## config.mk

```make
export PLATFORM = sky130hd
export DESIGN_NAME = fir_coeff_reg_bridge
export DESIGN_NICKNAME = d
export VERILOG_FILES = /design/src/rtl/fir_coeff_reg_bridge.sv
export SDC_FILE = /design/constraint.sdc
export NUM_CORES = 1
export LEC_CHECK = 0
export ABC_AREA = 0
export CORE_MARGIN = 2
export CORE_UTILIZATION = 31
export DETAILED_ROUTE_END_ITERATION = 6
export DONT_BUFFER_PORTS = 1
export HOLD_SLACK_MARGIN = 0.05
export SKIP_LAST_GASP = 1
export SLEW_MARGIN = 20
export SYNTH_ARGS = -nofsm -noshare
export SYNTH_HDL_FRONTEND = slang
export SYNTH_SLANG_ARGS = --single-unit
```

## constraint.sdc

```tcl
create_clock -name clk -period 1.8 [get_ports clk]
set_clock_uncertainty 0.1 [all_clocks]
set_input_delay 0.27 -clock clk [delete_from_list [all_inputs] [get_ports clk]]
set_output_delay 0.27 -clock clk [all_outputs]
set_load 0.01 [all_outputs]
```

## src/rtl/fir_coeff_reg_bridge.sv

```systemverilog
// Host register front end for fir_coeff_master: staging words, CTRL/STATUS, req/ack handshake with timeout.
// Optional FIR_COEFF_AUTO_READBACK_EN: every completed write is followed by a verifying read.
module fir_coeff_reg_bridge #(
  parameter int TIMEOUT_CYCLES = 1024
) (
  input  logic         clk,
  input  logic         reset_n,
  input  logic [3:0]   host_addr,
  input  logic         host_wr,
  input  logic         host_rd,
  input  logic [31:0]  host_wr_data,
  output logic [31:0]  host_rd_data,
  output logic         host_rd_valid,
  output logic         req,
  output logic         wr_op,
  input  logic         ack,
  output logic [127:0] coeff_wr_data,
  input  logic [127:0] coeff_rd_data
);
  localparam int CW = $clog2(TIMEOUT_CYCLES);
  localparam logic [CW-1:0] CNT_LAST = CW'(TIMEOUT_CYCLES - 1);

  typedef enum logic [1:0] {S_IDLE, S_REQ, S_REL} state_t;

  state_t            state, state_nxt;
  logic [3:0][31:0]  stage, rbk;
  logic [CW-1:0]     cnt;
  logic              done, timeout, err, mismatch, busy;
  logic              wr_stage, wr_ctrl, wr_stat, start, timed_out, rel_done, chain;
  logic [31:0]       rd_mux;

  assign wr_stage      = host_wr && (host_addr[3:2] == 2'b00);
  assign wr_ctrl       = host_wr && (host_addr == 4'd8);
  assign wr_stat       = host_wr && (host_addr == 4'd9);
  assign start         = wr_ctrl && !busy && (host_wr_data[0] || host_wr_data[1]);
  assign timed_out     = (state == S_REQ) && !ack && (cnt == CNT_LAST);
  assign rel_done      = (state == S_REL) && !ack;
  assign coeff_wr_data = stage;

`ifdef FIR_COEFF_AUTO_READBACK_EN
  logic aborted, auto_rd;

  // A timed-out write must not trigger the follow-up read.
  assign chain = rel_done && wr_op && !aborted;

  always_ff @(posedge clk or negedge reset_n) begin
    if (!reset_n) begin
      aborted  <= 1'b0;
      auto_rd  <= 1'b0;
      mismatch <= 1'b0;
    end else begin
      if (start) begin
        aborted <= 1'b0;
        auto_rd <= 1'b0;
      end else begin
        if (timed_out) aborted <= 1'b1;
        if (chain)     auto_rd <= 1'b1;
      end
      if ((state == S_REQ) && ack && auto_rd && (coeff_rd_data != stage))
        mismatch <= 1'b1;
      else if (wr_stat && host_wr_data[4])
        mismatch <= 1'b0;
    end
  end
`else
  assign chain    = 1'b0;
  assign mismatch = 1'b0;
`endif

  always_ff @(posedge clk or negedge reset_n) begin
    if (!reset_n) state <= S_IDLE;
    else          state <= state_nxt;
  end

  always_comb begin
    state_nxt = state;
    case (state)
      S_IDLE:  if (start) state_nxt = S_REQ;
      S_REQ:   if (ack || timed_out) state_nxt = S_REL;
      S_REL:   if (chain) state_nxt = S_REQ;
               else if (rel_done) state_nxt = S_IDLE;
      default: state_nxt = S_IDLE;
    endcase
  end

  always_comb begin
    req  = (state == S_REQ);
    busy = (state != S_IDLE);
  end

  always_comb begin
    rd_mux = 32'd0;
    if (host_addr[3:2] == 2'b00)      rd_mux = stage[host_addr[1:0]];
    else if (host_addr[3:2] == 2'b01) rd_mux = rbk[host_addr[1:0]];
    else if (host_addr == 4'd9)       rd_mux = {27'd0, mismatch, err, timeout, done, busy};
  end

  always_ff @(posedge clk or negedge reset_n) begin
    if (!reset_n) begin
      stage         <= '0;
      rbk           <= '0;
      wr_op         <= 1'b0;
      cnt           <= '0;
      done          <= 1'b0;
      timeout       <= 1'b0;
      err           <= 1'b0;
      host_rd_data  <= 32'd0;
      host_rd_valid <= 1'b0;
    end else begin
      if (wr_stage && !busy) stage[host_addr[1:0]] <= host_wr_data;

      if (start) begin
        wr_op <= host_wr_data[0];
        cnt   <= '0;
      end else if (chain) begin
        wr_op <= 1'b0;
        cnt   <= '0;
      end else if ((state == S_REQ) && !ack) begin
        cnt <= cnt + 1'b1;
      end

      if ((state == S_REQ) && ack && !wr_op) rbk <= coeff_rd_data;

      // Hardware set has priority over the host's write-1-to-clear.
      if (rel_done && !chain)              done <= 1'b1;
      else if (wr_stat && host_wr_data[1]) done <= 1'b0;
      if (timed_out)                       timeout <= 1'b1;
      else if (wr_stat && host_wr_data[2]) timeout <= 1'b0;
      if (busy && (wr_stage || wr_ctrl))   err <= 1'b1;
      else if (wr_stat && host_wr_data[3]) err <= 1'b0;

      host_rd_valid <= host_rd;
      if (host_rd) host_rd_data <= rd_mux;
    end
  end
endmodule

```

**Run 1: metal 3**

Scale: 2 px per um.
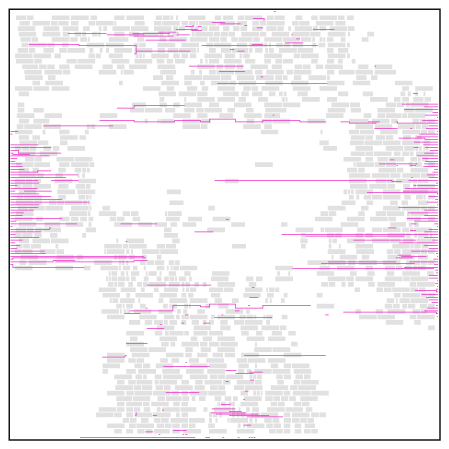
share of all routed wire: 6.8%
longest straight run: 88.6 um
nets with wire on the layer: 182

**Run 1: pin placement**

Scale: 2 px per um. Pins as bars across the die edge, other pins in grey.
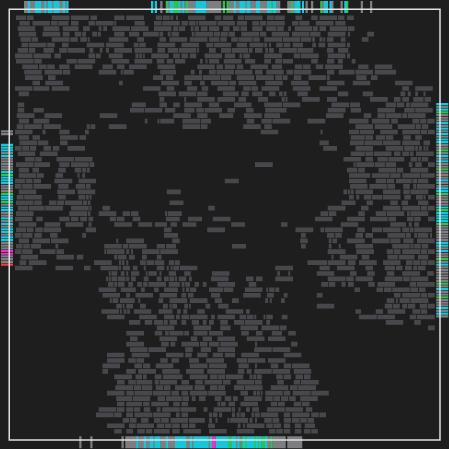
legend:
  `coeff_wr_data`:
    colour: cyan
    pins: 128
    direction: output
    edge: 44 top, 42 bottom, 24 right, 18 left
  `ack`:
    colour: red
    pins: 1
    direction: input
    edge: left
  `host_addr`:
    colour: magenta
    pins: 4
    direction: input
    edge: 2 left, 2 bottom
  `host_rd_data`:
    colour: green
    pins: 32
    direction: output
    edge: 11 top, 9 right, 9 bottom, 3 left
# port buffers: 0
Die Y: 215 um
Die Wd: 215 um

**Run 1: metal 2**

Scale: 2 px per um.
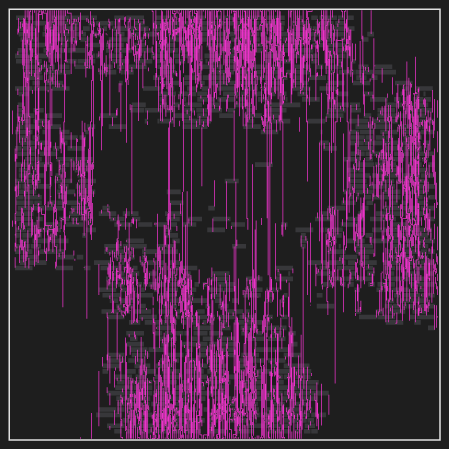
nets with wire on the layer: 1234
longest straight run: 131 um
wire length on this layer: 21.7 mm
share of all routed wire: 48%
main direction: vertical
grt met2 use: 30.2%
via count: 9189
routed wire length: 45200 um

==> reports/metrics.cfg, run 1 <==
[logic_synthesis]
synth_chip_area_mm2 = 0.0138
top_area_cell = dfrtp_1
yosys.cell_types.count = 45
ys_cells = 970
top_cell_area_share_pct = 55.5
yosys-top-cells-count = dfrtp_1 (305), mux2_2 (218), mux2i_1 (70)
syn-instance-count = 970
syn_area_mm2 = 0.0138
flop_cell = dfrtp_1
yosys_warnings = 0
ys_ff = 305
ys_seq_share_pct = 55.5
synth_area_per_cell_um2 = 14.2
synth-edff-count = 0
topCellsByArea = dfrtp_1 (55%), mux2_2 (18%), mux2i_1 (5.1%), mux4_2 (4.6%), mux2_4 (3.3%)
syn-num-nets = 1140
yosysMostFrequentCell = dfrtp_1
async_reset_ff_share_pct = 100

[worst_setup_path]
cp_slowest_cell = or4_4
start_kind = register
worstSetupEndpointType = register
crit_buf_inv = 1
crit_required_ns = 2.11
cp_max_fo = 12
path_class = register to register
max_stage_delay_ns = 0.57
reg2reg_slack_ns = -0.15
crit_chain = or2_4 -> or4_4 -> buf_12 -> mux2_4
crit_arrival_ns = 2.26
path_delay_family = simple AND/OR/NAND/NOR gates

[pwr]
swShare_pct = 28.0
power_frac_seq_pct = 48.8
p_per_area_mw_per_mm2 = 1160
pwr-share-comb_pct = 18.4
p_int_mw = 15.7
p_clk_share_pct = 32.8
ir_drop_mv = 0.798
total_power_mw = 21.8
leakage_nw = 8.42
p_sw_mw = 6.09

[final_timing]
hold_ws_ns = -0.655
max-slew-margin-rel_pct = 40.3
finalClockPeriodUsage_pct = 109
fin_crit_ns = 1.95
rsz0062_at_grt = true
setup_tns_ns = -12.66
worst_slack_ns = -0.155
setup_violations = 200
finalHoldViolCount = 312
max_slew.worst_pin.slew_ns = 0.892
drv_slew = 0
max_clock_freq_mhz = 512

[run_status]
status = finished, violations left
violations = negative hold slack, negative setup slack

[clock_network]
insertion_delay_ns = 0.53
hold_buffers = 172
cts-root-buf = clkbuf_16
htreeDepth = 2
clock-sinks = 305
clk_pin_slew_ns = 0.06
cts_tree = done
clockBufferDepth = 3
cts_buffers = 35

[placement]
routabilityCongestion = 0.834
dp_hpwl_um = 26400

[floorplan]
chipArea_mm2 = 0.0461
core-area_mm2 = 0.0440
floorplanUtilization_pct = 31.3
row_count = 77
io_pins = 332

[global_routing]
grt_pass1_vias = 9780
grt_pass1_wl_um = 64700
grt.total_usage_pct = 18.6
antenna_found_initial = 4
grt_max_degree = 306
gr-total-overflow = 0

[cells_and_area]
area_growth_pct = 35.9
drive_gt1_share_pct = 35.6
fillers = 3977
fin_nets = 1362

[job]
cap_violations = 0
log.warning_count = 37

[route]
drc = 0
post_drt_wl_per_cell_um = 25.0
drt_iter0_drc = 703
detail-route-antenna-nets = 0
dr.pass1.iters = 4
routed_via_density = 5.07

[worst_hold_path]
hp-class = input pin to asynchronous set/reset pin

## run 1: cells in the final DEF, fill, tap and decap left out, types with 4 or more instances in the layout
cell type        n
mux2i_1         70
buf_16           4
buf_4           19
clkinv_2         6
o221ai_1         4
nor2_1          13
xnor2_1          6
mux4_2          28
clkbuf_8         7
buf_6           11
a22oi_1         27
mux2_2         140
buf_12          30
nor2b_1          6
dfrtp_1        305
clkbuf_16       44
clkbuf_1         6
inv_1           31
dlygate4sd3_1  169
mux2_4         113
buf_8            5
nand2b_1        31
o21ai_0         29
o22ai_1          4
nand2_1         15
diode_2          5
nand3_1         32
## run 1: sequential cells by signal, summed over array words and instances, names as in the netlist
signal         cells
state              2
timeout            1
host_rd_valid      1
wr_op              1
host_rd_data      32
rbk              128
err                1
coeff_wr_data    128
done               1
cnt               10
## run 1: layout make-up
class                   instances  area, um^2  area share [%]
diodes                          5        12.5          0.0669
clock buffers                  48         995            5.32
clock inverters                11         138           0.736
inverters                      31         116           0.622
multi-input cells             572        6100            32.6
flip-flops and latches        305        7630            40.8
well taps                     592         741            3.96
repair buffers                247        2970            15.9
## run 1: kinds of logic after synthesis
kind of cell / synth area share (%)
buffers and inverters: 3.45
adder cells (fa/ha/maj): 0.0909
XOR/XNOR: 0.509
flip-flops: 55.5
multiplexers: 31.4
AND-OR/OR-AND: 4.04
AND/OR/NAND/NOR: 5.01
## run 1: power by group through the flow
stage / clock network (mW) / logic, mW / registers, mW
4_1_cts: 7.32 / 3.64 / 10.5
5_1_grt: 7.63 / 4.32 / 10.8
3_3_place_gp: 0 / 2.99 / 10.6
2_1_floorplan: 0 / 2.67 / 10.0
3_5_place_dp: 0 / 3.11 / 10.7
6_report: 7.14 / 4.01 / 10.6
## run 1: stage by stage
step	area (um^2)	hold slack, ns	instances	setup WS (ns)	util [%]
final	18700	-0.655	1811	-0.155	42.5
after global routing	18700	-0.690	1808	-0.168	42.5
after floorplan	13800	-0.126	970	-0.137	-
after global placement	14700	-0.117	1540	-0.127	33.3
after detailed placement	14700	-0.117	1540	-0.124	33.3
after CTS	18100	-0.699	1796	-0.144	41.1
## run 1: final timing paths
path,from,end,cells past startpoint
hold reg to reg,timeout,timeout,1
setup reg to reg,state[1],coeff_wr_data[58],4
max in group asynchronous,reset_n,rbk[56],0
min in group clk,host_addr[3],host_rd_data[10],3
hold / removal,reset_n,rbk[69],0
setup / recovery,state[1],coeff_wr_data[58],4
## run 1: layer usage
layer | vias up | part of all wire, % | track usage (%) | wire (um)
met5 | - | 0 | 0 | 0
met2 | 325 | 48 | 30.2 | 21700
met1 | 4820 | 42 | 23.7 | 19200
li1 | 3974 | - | - | -
met4 | 0 | 2.8 | 6.27 | 1250
met3 | 70 | 6.8 | 5.48 | 3090
## run 1: what timing repair did
action | CTS | global route
pin swaps | 2 | 6
endpoints found under the setup margin | 194 | 250
setup buffers | 18 | 9
resized | 33 | 117
gates cloned | 8 | 10
hold endpoints to repair | 610 | 316
==> run 2: changes to the inputs <==
Settings changed: SLEW_MARGIN 20 to default.
**Run 2: metal 3**

Scale: 2 px per um.
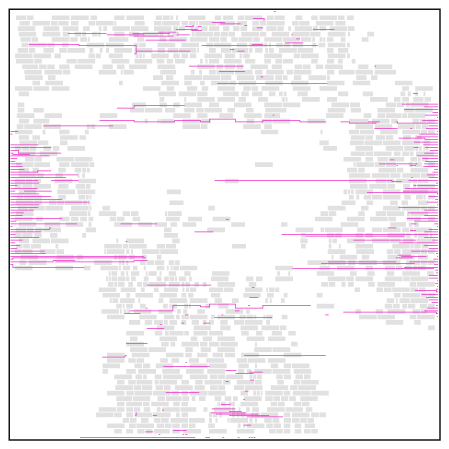
nets with wire on the layer: 182
share of all routed wire: 6.8%
longest straight run: 88.6 um
GR Util met3: 5.48%

**Run 2: pin placement**

Scale: 2 px per um. Pins as bars across the die edge, other pins in grey.
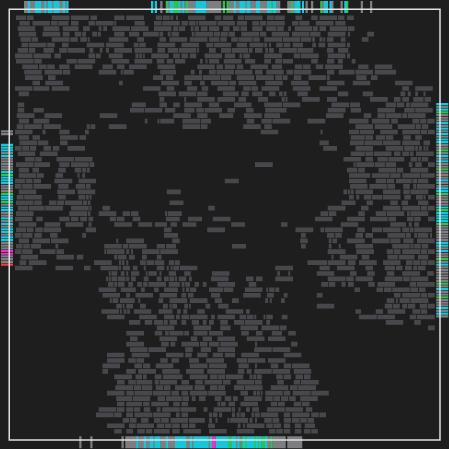
legend:
  `coeff_wr_data`:
    colour: cyan
    pins: 128
    direction: output
    edge: 44 top, 42 bottom, 24 right, 18 left
  `host_addr`:
    colour: magenta
    pins: 4
    direction: input
    edge: 2 left, 2 bottom
  `host_rd_data`:
    colour: green
    pins: 32
    direction: output
    edge: 11 top, 9 right, 9 bottom, 3 left
  `ack`:
    colour: red
    pins: 1
    direction: input
    edge: left
all pins by edge: 108 top, 98 bottom, 79 right, 47 left

==> run 2 against run 1 <==
Compared with the run above: the run still ends with negative hold slack, negative setup slack left; synthesized area did not move; largest cell class unchanged; count of clock-buffer cells in the layout unchanged; final cell count unchanged; wire length unchanged; critical path type unchanged; highest routed layer unchanged; critical endpoint unchanged; register-to-register slack barely moved; die area is the same.
==> reports/metrics.cfg, run 2 <==
[route]
vias = 9189
drc = 0
drt_iter0_drc = 703
routed_via_density = 5.07
dr.pass1.iters = 4
post_drt_wl_per_cell_um = 25.0

[global_routing]
antenna_found_initial = 4
grt.total_usage_pct = 18.6
grt_pass1_vias = 9780
gr-total-overflow = 0
grt_max_degree = 306

[worst_setup_path]
path_class = register to register
worstSetupEndpointType = register
r2r-start = state[1]
crit_arrival_ns = 2.26
worstSetupStartpoint = state[1]
cp_max_fo = 12
start_kind = register

[logic_synthesis]
mux_area_share_pct = 31.4
top_area_cell = dfrtp_1
ys_cells = 970
synth_chip_area_mm2 = 0.0138
yosys_warnings = 0
aoi_share_pct = 4.04
flop_cell = dfrtp_1
yosysMostFrequentCell = dfrtp_1
syn-instance-count = 970
async_reset_ff_share_pct = 100
yosys-top-cells-count = dfrtp_1 (305), mux2_2 (218), mux2i_1 (70)
ys_seq_share_pct = 55.5
synth-edff-count = 0
logic_family = multiplexers
topCellsByArea = dfrtp_1 (55%), mux2_2 (18%), mux2i_1 (5.1%), mux4_2 (4.6%), mux2_4 (3.3%)
syn_area_mm2 = 0.0138
syn-num-nets = 1140
top_cell_area_share_pct = 55.5
yosys.cell_types.count = 45
simple_gate_share_pct = 5.01
ys_ff = 305
ys_sh_xor_pct = 0.509

[clock_network]
cts_buffers = 35
clockBufferDepth = 3
cts_tree = done
insertion_delay_ns = 0.53
clk_pin_slew_ns = 0.06
htreeDepth = 2
cts-root-buf = clkbuf_16
hold_buffers = 172

[job]
cap_violations = 0
log.warning_count = 37

[final_timing]
hold_ws_ns = -0.655
max_slew.worst_pin.slew_ns = 0.892
max_clock_freq_mhz = 512
rsz0062_at_grt = true
finalClockPeriodUsage_pct = 109
setup_tns_ns = -12.66
finalHoldViolCount = 312
drv_slew = 0
setup_violations = 200
worst_slack_ns = -0.155
max-slew-margin-rel_pct = 40.3

[cells_and_area]
layout_top_cell = dfrtp_1
area_growth_pct = 35.9
fin_nets = 1362
logic_area_mm2 = 0.00610
utilization_pct = 42.5
seq_area_mm2 = 0.00763
final_area_mm2 = 0.0187
fillers = 3977
layout_top_cells = dfrtp_1 (305), dlygate4sd3_1 (169), mux2_2 (140)
final-instance-count-excl-fill = 1811
drive_gt1_share_pct = 35.6

[run_status]
violations = negative hold slack, negative setup slack
status = finished, violations left

[floorplan]
die_y_um = 215
io_pins = 332
row_count = 77
die_w_um = 215
floorplanUtilization_pct = 31.3
chipArea_mm2 = 0.0461
core-area_mm2 = 0.0440

[pwr]
swShare_pct = 28.0
p_clk_share_pct = 32.8
ir_drop_mv = 0.798
pwr-share-comb_pct = 18.4
p_int_mw = 15.7
leakage_nw = 8.42
power_frac_seq_pct = 48.8
p_per_area_mw_per_mm2 = 1160
total_power_mw = 21.8

[placement]
port_buffers = 0
dp_hpwl_um = 26400
routabilityCongestion = 0.834
post-place-cells = 1540
postPlaceCellArea_mm2 = 0.0147
pre_cts_slack_ns = -0.124

**Run 2: signal metal coverage by tile**

Scale: 1.5 px per um. The die is cut into 21 by 21 equal tiles; dark blue is low, red is high, scaled to the fullest tile. Values are wire area over tile area, all layers added.
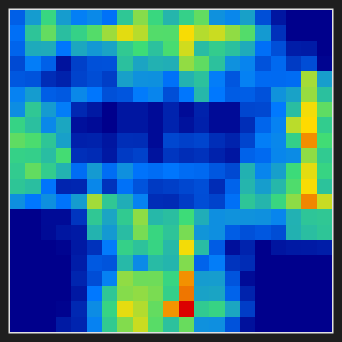
nearly empty tiles: 14%
densest ninth of the die: bottom middle
mean over tiles: 0.16
emptiest ninth of the die: bottom right
fullest tile: 0.59

run 2: worst paths after layout:
check	end	slack, ns	cells past startpoint
setup / recovery	coeff_wr_data[58]	-0.15	4
hold / removal	rbk[69]	-0.65	0
setup reg to reg	coeff_wr_data[58]	-0.15	4
hold reg to reg	timeout	0.39	1
max in group asynchronous	rbk[56]	1.61	0
min in group clk	host_rd_data[10]	-0.12	3
run 2: layout make-up:
class	count	area share (%)
sequential	305	40.8
multi-input combinational	572	32.6
timing repair buffer	247	15.9
clock buffer	48	5.32
tap	592	3.96
clock inverter	11	0.736
inverter	31	0.622
antenna	5	0.0669
run 2: routing by layer:
metal  vias to the layer above  share of wire, %  GRT usage [%]
met3                        70               6.8           5.48
met2                       325                48           30.2
met5                         -                 0              0
met4                         0               2.8           6.27
met1                      4820                42           23.7
li1                       3974                 -              -
run 2: cell families after synthesis:
family / count (synthesis)
AOI/OAI and AO/OA: 83
xor gates and xnor gates: 8
adders and majority gates: 1
buffers and inverters: 93
DFF: 305
muxes: 354
and+or+nand+nor: 126
run 2: power by group through the flow:
| stage | sequential (mW) | clock, mW | combinational, mW |
|---|---|---|---|
| after floorplan | 10.0 | 0 | 2.67 |
| after global placement | 10.6 | 0 | 2.99 |
| after detailed placement | 10.7 | 0 | 3.11 |
| after CTS | 10.5 | 7.32 | 3.64 |
| after global routing | 10.8 | 7.63 | 4.32 |
| final | 10.6 | 7.14 | 4.01 |
run 2: critical path, stage by stage (launching register included):
cell and delay (ns):
dfrtp_1 0.40, or2_4 0.26, or4_4 0.57, buf_12 0.20, mux2_4 0.30
run 2: repair_timing:
item | 4_1_cts | 5_1_grt
resized | 33 | 117
buffers inserted | 18 | 9
pin swaps | 2 | 6
hold endpoints to repair | 610 | 316
endpoints found under the setup margin | 194 | 250
gates cloned | 8 | 10
==> run 3: changes to the inputs <==
Clock period 1.8 ns to 2.15 ns, I/O delays scaled along.
**Run 3: metal 3**

Scale: 2 px per um.
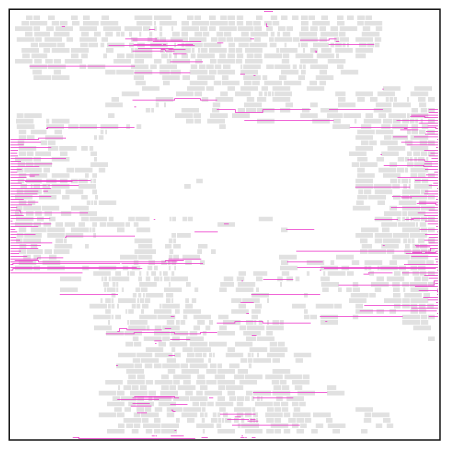
share of all routed wire: 7.7%
wire length on this layer: 3210 um
main direction: horizontal
longest straight run: 70.2 um
nets with wire on the layer: 180
GR Util met3: 5.55%
via count: 8879
routed wire length: 41700 um

**Run 3: metal 2**

Scale: 2 px per um.
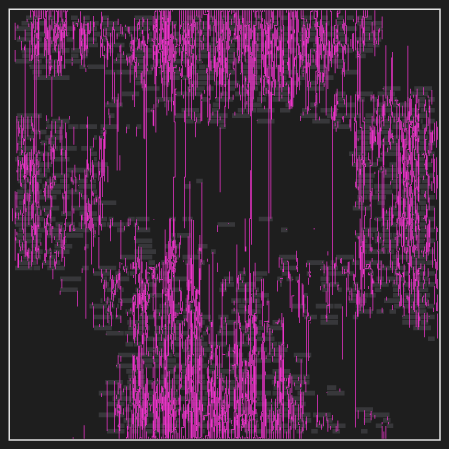
share of all routed wire: 47%
wire length on this layer: 19600 um
nets with wire on the layer: 1171
main direction: vertical
grt met2 use: 28.5%

==> run 3 against run 2 <==
Compared with the run above: wire length down 7.8%; critical path type unchanged; the flow finishes with violations (negative hold slack); highest routed layer unchanged; sequential share of layout area up 3.1 points; final cell count fell by 3.2%; critical endpoint is now rbk[25]; register-to-register slack improved by 0.32 ns; synthesized area unchanged; die area unchanged; count of clock-buffer cells in the layout grew 9; worst setup slack improved by 0.32 ns; utilization down 3.0 points; first-iteration DRC count shrank 25%; via count decreased by 3.4%.
==> reports/metrics.cfg, run 3 <==
[run_status]
status = finished, violations left
violations = negative hold slack

[worst_setup_path]
crit_required_ns = 2.47
cp_max_fo = 68
crit_buf_inv = 2
worstSetupEndpointType = register
path_delay_family = buffers and inverters
start_kind = register
crit_chain = buf_4 -> nor2b_1 -> and3b_4 -> buf_12 -> mux2_2
cp_slowest_cell = mux2_2
path_class = register to register
crit_arrival_ns = 2.30
max_stage_delay_ns = 0.40

[clock_network]
cts-root-buf = clkbuf_16
clockBufferDepth = 3
clk_pin_slew_ns = 0.06
ctsResizeCount = 0
cts_buffers = 36
clock-sinks = 305
insertion_delay_ns = 0.53
cts_tree = done
htreeDepth = 2

[logic_synthesis]
top_area_cell = dfrtp_1
yosys-top-cells-count = dfrtp_1 (305), mux2_2 (218), mux2i_1 (70)
ys_cells = 970
topCellsByArea = dfrtp_1 (55%), mux2_2 (18%), mux2i_1 (5.1%), mux4_2 (4.6%), mux2_4 (3.3%)
syn-instance-count = 970
yosys_warnings = 0
synth_chip_area_mm2 = 0.0138
ys_seq_share_pct = 55.5
top_cell_area_share_pct = 55.5
yosysMostFrequentCell = dfrtp_1
syn_area_mm2 = 0.0138
synth-edff-count = 0
synth_area_per_cell_um2 = 14.2
ys_ff = 305
syn-num-nets = 1140
yosys.cell_types.count = 45
flop_cell = dfrtp_1
async_reset_ff_share_pct = 100

[floorplan]
core-area_mm2 = 0.0440
chipArea_mm2 = 0.0461
die_y_um = 215
die_w_um = 215
io_pins = 332
floorplanUtilization_pct = 31.3
row_count = 77

[route]
routed_via_density = 5.07
drc = 0
dr.pass1.iters = 6
drt_iter0_drc = 526
detail-route-antenna-nets = 0

[final_timing]
max_clock_freq_mhz = 504
max_slew.worst_pin.slew_ns = 0.768
rsz0062_at_grt = false
max-slew-margin-rel_pct = 48.8
setup_tns_ns = 0
fin_crit_ns = 1.98
hold_ws_ns = -0.603
setup_violations = 0
finalHoldViolCount = 305
drv_slew = 0
finalClockPeriodUsage_pct = 92.3

[global_routing]
gr-total-overflow = 0
grt_pass1_vias = 9457
grt_pass1_wl_um = 62300
antenna_found_initial = 4
grt_max_degree = 306

[cells_and_area]
area_growth_pct = 26.2
fin_nets = 1306
layout_top_cells = dfrtp_1 (305), mux2_2 (218), dlygate4sd3_1 (169)
final_area_mm2 = 0.0174
drive_gt1_share_pct = 31.4
fillers = 4121
layout_top_cell = dfrtp_1

[pwr]
ir_drop_mv = 0.718
p_per_area_mw_per_mm2 = 1040
leakage_nw = 7.71
total_power_mw = 18.0

[placement]
dp_hpwl_um = 26100
routabilityCongestion = 0.828
port_buffers = 0
postPlaceCellArea_mm2 = 0.0144

[job]
cap_violations = 0
log.warning_count = 34

[worst_hold_path]
hp-class = input pin to asynchronous set/reset pin

**Run 3: routing congestion map**

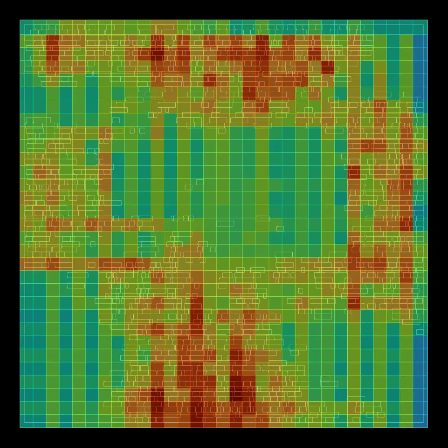
routed len/inst: 23.8 um
GRT Total Usage: 17.9%
share of the core filled with cells: 39.4%

[run 3: stage by stage]
| stage | instances | hold WS (ns) | worst slack, ns |
|---|---|---|---|
| finish | 1753 | -0.603 | 0.166 |
| global route | 1752 | -0.643 | 0.0915 |
| CTS | 1750 | -0.641 | 0.0440 |
| detailed placement | 1517 | -0.0618 | 0.184 |
| global placement | 1517 | -0.0617 | 0.208 |
| floorplan | 970 | -0.0731 | 0.198 |
[run 3: cells by family (layout without fill, tap and decap cells)]
| group | after synthesis | after routing | share of synthesized area (%) |
|---|---|---|---|
| XOR/XNOR | 8 | 8 | 0.509 |
| multiplexers | 354 | 354 | 31.4 |
| AND/OR/NAND/NOR | 126 | 126 | 5.01 |
| other | 0 | 1 | 0 |
| buffers and inverters | 93 | 283 | 3.45 |
| AND-OR/OR-AND | 83 | 83 | 4.04 |
| flip-flops | 305 | 305 | 55.5 |
| adder cells (fa/ha/maj) | 1 | 1 | 0.0909 |
[run 3: layer usage]
metal	track usage, %	part of all wire [%]
met1	23.2	43
met2	28.5	47
met3	5.55	7.7
met4	5.88	2.7
met5	0	0
[run 3: final timing paths]
path	from	endpoint	slack [ns]	cells after the start
hold reg to reg	timeout	timeout	0.38	1
setup reg to reg	state[1]	rbk[25]	0.17	5
hold / removal	reset_n	rbk[100]	-0.60	0
setup / recovery	state[1]	rbk[25]	0.17	5
max in group asynchronous	reset_n	rbk[28]	1.92	0
min in group clk	host_addr[1]	host_rd_data[30]	0.08	3
[run 3: cell type report]
class	instances	area, um^2	share of cell area, %
multi-input combinational	572	5690	32.8
inverter	31	116	0.670
tap	592	741	4.27
timing repair buffer	190	1970	11.4
antenna	1	2.50	0.0144
clock inverter	5	77.6	0.447
sequential	305	7630	44.0
clock buffer	57	1130	6.51
[run 3: what timing repair did]
item / 4_1_cts / 5_1_grt
setup buffers: 0 / 2
hold buffers: 171 / 1
endpoints found under the setup margin: 0 / 1
hold endpoints to repair: 602 / 306
[run 3: power by group]
group          switching [mW]  internal [mW]
registers                1.63           7.23
clock network            2.39           3.83
logic                   0.952           1.94
No activity file was given, so power comes from the tool's default toggle rates.
